port_nets.png
Scale bar: 50 microns.
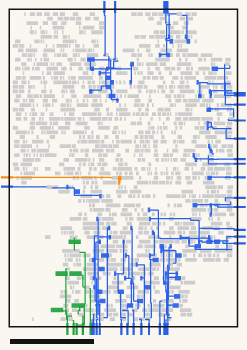
density.png
Scale bar: 50 microns. 14 x 19 tiles, from white (low) to dark blue (high), 0 to 100% covered.
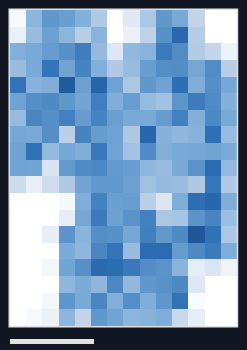
`src/rtl/mem_access_stage_if.sv`:
```
// Data-RAM port bundle between the MEM stage (master) and the data RAM (slave).
interface mem_access_stage_if #(
    parameter int ADDR_WIDTH = 32,
    parameter int DATA_WIDTH = 32
);
    logic                  ram_req;
    logic                  ram_we;
    logic [ADDR_WIDTH-1:0] ram_addr;
    logic [3:0]            ram_be;
    logic [DATA_WIDTH-1:0] ram_wdata;
    logic                  ram_ack;
    logic [DATA_WIDTH-1:0] ram_rdata;

    modport master (
        output ram_req, ram_we, ram_addr, ram_be, ram_wdata,
        input  ram_ack, ram_rdata
    );

    modport slave (
        input  ram_req, ram_we, ram_addr, ram_be, ram_wdata,
        output ram_ack, ram_rdata
    );
endinterface

```
`src/rtl/mem_access_stage.sv`:
```
// MEM-stage load/store unit: one single-beat req/ack RAM transaction per
// aligned load/store, load-data formatting and a registered writeback bundle.
//
// state | meaning
// IDLE  | accepting EX instructions; NONE ops and misaligned accesses retire here
// BUS   | transaction outstanding; pipeline stalled until ack or timeout
module mem_access_stage #(
    parameter int DATA_WIDTH = 32,
    parameter int ADDR_WIDTH = 32,
    parameter int TIMEOUT    = 16
) (
    input  logic                  clk,
    input  logic                  rst,
    input  logic                  ex_valid,
    input  logic [3:0]            ex_mem_op,
    input  logic [DATA_WIDTH-1:0] ex_result,
    input  logic [DATA_WIDTH-1:0] ex_store_data,
    input  logic [4:0]            ex_wb_reg,
    input  logic                  ex_wb_en,
    input  logic                  flush,
    output logic                  mem_stall_req,
    mem_access_stage_if.master    ram,
    output logic                  wb_valid,
    output logic                  wb_en,
    output logic [4:0]            wb_reg,
    output logic [DATA_WIDTH-1:0] wb_data,
    output logic                  addr_exc,
    output logic                  bus_err,
    output logic [ADDR_WIDTH-1:0] exc_addr
);
    localparam logic [3:0] OP_LB  = 4'd1;
    localparam logic [3:0] OP_LBU = 4'd2;
    localparam logic [3:0] OP_LH  = 4'd3;
    localparam logic [3:0] OP_LHU = 4'd4;
    localparam logic [3:0] OP_LW  = 4'd5;
    localparam logic [3:0] OP_SB  = 4'd6;
    localparam logic [3:0] OP_SH  = 4'd7;
    localparam logic [3:0] OP_SW  = 4'd8;

    typedef enum logic {S_IDLE, S_BUS} state_t;

    state_t                state;
    logic [7:0]            cnt;
    logic [3:0]            lat_op;
    logic [ADDR_WIDTH-1:0] lat_addr;
    logic [4:0]            lat_reg;
    logic                  lat_wb_en;
    logic                  killed;

    logic                  req_q;
    logic                  we_q;
    logic [ADDR_WIDTH-1:0] addr_q;
    logic [3:0]            be_q;
    logic [DATA_WIDTH-1:0] wdata_q;

    logic [ADDR_WIDTH-1:0] ex_addr;
    logic                  op_mem;
    logic                  op_store;
    logic                  misaligned;
    logic [3:0]            be_next;
    logic [DATA_WIDTH-1:0] wdata_next;
    logic                  lat_load;
    logic [7:0]            rd_byte;
    logic [15:0]           rd_half;
    logic [DATA_WIDTH-1:0] load_data;

    assign ram.ram_req   = req_q;
    assign ram.ram_we    = we_q;
    assign ram.ram_addr  = addr_q;
    assign ram.ram_be    = be_q;
    assign ram.ram_wdata = wdata_q;
    assign mem_stall_req = (state == S_BUS);
    assign ex_addr       = ex_result[ADDR_WIDTH-1:0];

    // Decode the EX op: alignment, byte enables and lane-replicated store data.
    always_comb begin
        op_mem     = (ex_mem_op >= OP_LB) && (ex_mem_op <= OP_SW);
        op_store   = (ex_mem_op >= OP_SB) && (ex_mem_op <= OP_SW);
        misaligned = 1'b0;
        be_next    = 4'b1111;
        wdata_next = ex_store_data;
        case (ex_mem_op)
            OP_LH, OP_LHU: misaligned = ex_addr[0];
            OP_LW, OP_SW:  misaligned = (ex_addr[1:0] != 2'b00);
            OP_SH: begin
                misaligned = ex_addr[0];
                be_next    = ex_addr[1] ? 4'b1100 : 4'b0011;
                wdata_next = {2{ex_store_data[15:0]}};
            end
            OP_SB: begin
                be_next    = 4'b0001 << ex_addr[1:0];
                wdata_next = {4{ex_store_data[7:0]}};
            end
            default: ;
        endcase
    end

    // Select and extend the addressed lane of the returning read data.
    always_comb begin
        lat_load = (lat_op >= OP_LB) && (lat_op <= OP_LW);
        case (lat_addr[1:0])
            2'd0:    rd_byte = ram.ram_rdata[7:0];
            2'd1:    rd_byte = ram.ram_rdata[15:8];
            2'd2:    rd_byte = ram.ram_rdata[23:16];
            default: rd_byte = ram.ram_rdata[31:24];
        endcase
        rd_half = lat_addr[1] ? ram.ram_rdata[31:16] : ram.ram_rdata[15:0];
        case (lat_op)
            OP_LB:   load_data = {{(DATA_WIDTH-8){rd_byte[7]}}, rd_byte};
            OP_LBU:  load_data = {{(DATA_WIDTH-8){1'b0}}, rd_byte};
            OP_LH:   load_data = {{(DATA_WIDTH-16){rd_half[15]}}, rd_half};
            OP_LHU:  load_data = {{(DATA_WIDTH-16){1'b0}}, rd_half};
            default: load_data = ram.ram_rdata;
        endcase
    end

    // Sequencer: accept from EX, run the bus beat, retire to WB with pulses.
    always_ff @(posedge clk) begin
        if (rst) begin
            state     <= S_IDLE;
            cnt       <= '0;
            lat_op    <= '0;
            lat_addr  <= '0;
            lat_reg   <= '0;
            lat_wb_en <= 1'b0;
            killed    <= 1'b0;
            req_q     <= 1'b0;
            we_q      <= 1'b0;
            addr_q    <= '0;
            be_q      <= '0;
            wdata_q   <= '0;
            wb_valid  <= 1'b0;
            wb_en     <= 1'b0;
            wb_reg    <= '0;
            wb_data   <= '0;
            addr_exc  <= 1'b0;
            bus_err   <= 1'b0;
            exc_addr  <= '0;
        end else begin
            wb_valid <= 1'b0;
            addr_exc <= 1'b0;
            bus_err  <= 1'b0;
            case (state)
                S_IDLE: begin
                    if (ex_valid && !flush) begin
                        if (!op_mem) begin
                            wb_valid <= 1'b1;
                            wb_en    <= ex_wb_en;
                            wb_reg   <= ex_wb_reg;
                            wb_data  <= ex_result;
                        end else if (misaligned) begin
                            wb_valid <= 1'b1;
                            wb_en    <= 1'b0;
                            wb_reg   <= ex_wb_reg;
                            addr_exc <= 1'b1;
                            exc_addr <= ex_addr;
                        end else begin
                            state     <= S_BUS;
                            cnt       <= '0;
                            killed    <= 1'b0;
                            lat_op    <= ex_mem_op;
                            lat_addr  <= ex_addr;
                            lat_reg   <= ex_wb_reg;
                            lat_wb_en <= ex_wb_en;
                            req_q     <= 1'b1;
                            we_q      <= op_store;
                            addr_q    <= {ex_addr[ADDR_WIDTH-1:2], 2'b00};
                            be_q      <= be_next;
                            wdata_q   <= wdata_next;
                        end
                    end
                end
                S_BUS: begin
                    if (flush) killed <= 1'b1;
                    // Ack beats the timeout when both land in the same cycle.
                    if (ram.ram_ack) begin
                        state <= S_IDLE;
                        req_q <= 1'b0;
                        if (!(killed || flush)) begin
                            wb_valid <= 1'b1;
                            wb_reg   <= lat_reg;
                            wb_en    <= lat_load ? lat_wb_en : 1'b0;
                            if (lat_load) wb_data <= load_data;
                        end
                    end else if (cnt == 8'(TIMEOUT - 1)) begin
                        state <= S_IDLE;
                        req_q <= 1'b0;
                        if (!(killed || flush)) begin
                            wb_valid <= 1'b1;
                            wb_en    <= 1'b0;
                            wb_reg   <= lat_reg;
                            bus_err  <= 1'b1;
                            exc_addr <= lat_addr;
                        end
                    end else begin
                        cnt <= cnt + 8'd1;
                    end
                end
                default: state <= S_IDLE;
            endcase
        end
    end
endmodule

```
`src/flat_wrapper.sv`:
```
// flat-port wrapper written by rule: the top's interface ports become plain ports
module mem_access_stage_flat 
#(
    parameter int DATA_WIDTH = 32,
    parameter int ADDR_WIDTH = 32,
    parameter int TIMEOUT    = 16
)
  (clk, rst, ex_valid, ex_mem_op, ex_result, ex_store_data, ex_wb_reg, ex_wb_en, flush, mem_stall_req, wb_valid, wb_en, wb_reg, wb_data, addr_exc, bus_err, exc_addr, ram_ram_req, ram_ram_we, ram_ram_addr, ram_ram_be, ram_ram_wdata, ram_ram_ack, ram_ram_rdata);
  mem_access_stage_if #(.ADDR_WIDTH(ADDR_WIDTH), .DATA_WIDTH(DATA_WIDTH)) ram_i ();
  input  logic clk;
  input  logic rst;
  input  logic ex_valid;
  input  logic [3:0] ex_mem_op;
  input  logic [DATA_WIDTH-1:0] ex_result;
  input  logic [DATA_WIDTH-1:0] ex_store_data;
  input  logic [4:0] ex_wb_reg;
  input  logic ex_wb_en;
  input  logic flush;
  output logic mem_stall_req;
  output logic wb_valid;
  output logic wb_en;
  output logic [4:0] wb_reg;
  output logic [DATA_WIDTH-1:0] wb_data;
  output logic addr_exc;
  output logic bus_err;
  output logic [ADDR_WIDTH-1:0] exc_addr;
  output wire logic [$bits(ram_i.ram_req)-1:0] ram_ram_req;
  output wire logic [$bits(ram_i.ram_we)-1:0] ram_ram_we;
  output wire logic [$bits(ram_i.ram_addr)-1:0] ram_ram_addr;
  output wire logic [$bits(ram_i.ram_be)-1:0] ram_ram_be;
  output wire logic [$bits(ram_i.ram_wdata)-1:0] ram_ram_wdata;
  input wire logic [$bits(ram_i.ram_ack)-1:0] ram_ram_ack;
  input wire logic [$bits(ram_i.ram_rdata)-1:0] ram_ram_rdata;
  assign ram_ram_req = ram_i.ram_req;
  assign ram_ram_we = ram_i.ram_we;
  assign ram_ram_addr = ram_i.ram_addr;
  assign ram_ram_be = ram_i.ram_be;
  assign ram_ram_wdata = ram_i.ram_wdata;
  assign ram_i.ram_ack = ram_ram_ack;
  assign ram_i.ram_rdata = ram_ram_rdata;
  mem_access_stage #(.DATA_WIDTH(DATA_WIDTH), .ADDR_WIDTH(ADDR_WIDTH), .TIMEOUT(TIMEOUT)) u_core (.clk(clk), .rst(rst), .ex_valid(ex_valid), .ex_mem_op(ex_mem_op), .ex_result(ex_result), .ex_store_data(ex_store_data), .ex_wb_reg(ex_wb_reg), .ex_wb_en(ex_wb_en), .flush(flush), .mem_stall_req(mem_stall_req), .ram(ram_i), .wb_valid(wb_valid), .wb_en(wb_en), .wb_reg(wb_reg), .wb_data(wb_data), .addr_exc(addr_exc), .bus_err(bus_err), .exc_addr(exc_addr));
endmodule
```
`config.mk`:
```
export PLATFORM = sky130hd
export DESIGN_NAME = mem_access_stage_flat
export DESIGN_NICKNAME = d
export VERILOG_FILES = /design/src/rtl/mem_access_stage_if.sv /design/src/rtl/mem_access_stage.sv /design/src/flat_wrapper.sv
export SDC_FILE = /design/constraint.sdc
export NUM_CORES = 1
export LEC_CHECK = 0
export ABC_AREA = 0
export CAP_MARGIN = 20
export CORE_ASPECT_RATIO = 1.4
export CORE_UTILIZATION = 33
export CTS_CLUSTER_SIZE = 10
export DETAILED_ROUTE_END_ITERATION = 8
export MAX_ROUTING_LAYER = met4
export SETUP_SLACK_MARGIN = 0.1
export SLEW_MARGIN = 20
export SYNTH_ARGS = -nofsm -noshare
export SYNTH_HDL_FRONTEND = slang
export SYNTH_SLANG_ARGS = --single-unit
```
`constraint.sdc`:
```
create_clock -name clk -period 3.4 [get_ports clk]
set_input_delay 1.02 -clock clk [delete_from_list [all_inputs] [get_ports clk]]
set_output_delay 1.02 -clock clk [all_outputs]
set_load 0.005 [all_outputs]
```
==> notes.md <==
Summary of the current implementation state.

- Internal power comes to roughly 3.7 mW.
- TritonCTS reports the number of clock sinks as between 150 and 200.
- Of the combinational cells, the family taking the most area is AND-OR/OR-AND gates.
- TritonCTS built the clock tree.
- The x dimension of the die is around 140 microns, for reference.
- The pin closest to its max-slew limit shows a slew of 0.820 ns.
- The capturing element type of the critical path is a flip-flop, for reference.
- Per the synth log, the flip-flop and latch total comes to around 160.
- Once placement finished, the instance area stood at about 11000 sq um.
- In this run, placement finished with an instance count of between 1500 and 2000.
- Detailed routing placed a total of about 15000 microns of wire on met2.
- The buffer levels on the longest clock path is 2, for reference.
- The DRC violation total after the first TritonRoute iteration is 630, for reference.
- Per the layout report, the design carries 9 non-clock inverters.
- The wire length on met3 is 1640 microns, for reference.
- The worst setup path is of the input pin to flip-flop kind.
- The post-synthesis instance total is about 1000, for reference.
- For the clock group, total power comes out at around 2 mW.
- The portion of the clock cycle consumed by the worst path in the final layout is 84.2%, for reference.
- For reference, full adder, half adder and majority cells occupy 0.274% of the area reported after synthesis.
- The y dimension of the die is approximately 190 microns, for reference.
- The commonest cells after synthesis are 179 x sky130_fd_sc_hd__nand2_1, 163 x sky130_fd_sc_hd__dfxtp_1, 121 x sky130_fd_sc_hd__a21oi_1.
- Looking at the critical path, the single cell with the biggest stage delay is sky130_fd_sc_hd__or4_2.
- In the synthesized netlist the async set-or-reset flop fraction comes to 0%.
- Along the worst hold path, the cell count comes to 2.
- The setup TNS is 0 ns, for reference.
- The worst setup path is launched from an input pin.
- Multi-input gates account for approximately 37% of the area.
- The capture point of the worst register-to-register path is recorded as u_core.wb_data[29]$_SDFFE_PP0P_.
- The floorplan report lists the tap cell count as about 320.
- After layout, the buffer instance count without clock buffers stands at between 200 and 300.
- The met1 wire length is 11700 microns, for reference.
- The fraction of the mapped netlist area in compound gates is 24.8%, for reference.
- The flow ran to the end, and the final reports show no timing, DRC or antenna violations.
- The final worst clock skew is 0.0114 ns, for reference.
- The warning tally printed by Yosys for this design is 0.
- The routed layout reports a DRC error count of 0.
- The critical path in the final layout is reported with a setup slack of approximately 0.54 ns.
- The number of cells on the critical path is 8, for reference.
- The count of fill cells added during filler insertion is 2438, for reference.
About port_nets.png:
- wb_reg: green (direction output; edge bottom; end cells 5; wire 159 microns)
- ex_result: blue (direction input; edge 13 right, 13 bottom, 5 top, 1 left; end cells 90; wire 1590 microns)
- ex_wb_en: orange (direction input; edge left; end cells 2; wire 64.8 microns)

About density.png:
- fullest tile: 84%
- emptiest ninth of the die: bottom left
- nearly empty tiles: 12%
- mean over tiles: 44%
- tiles over 75% full: 4.1%
fraction of the core area occupied by cells at floorplan: 33.4%
placeable core region: 24600 sq um
core utilization of the finished layout: 46.8%

Power figures rest on the tool's default switching activity, not on a simulated workload.
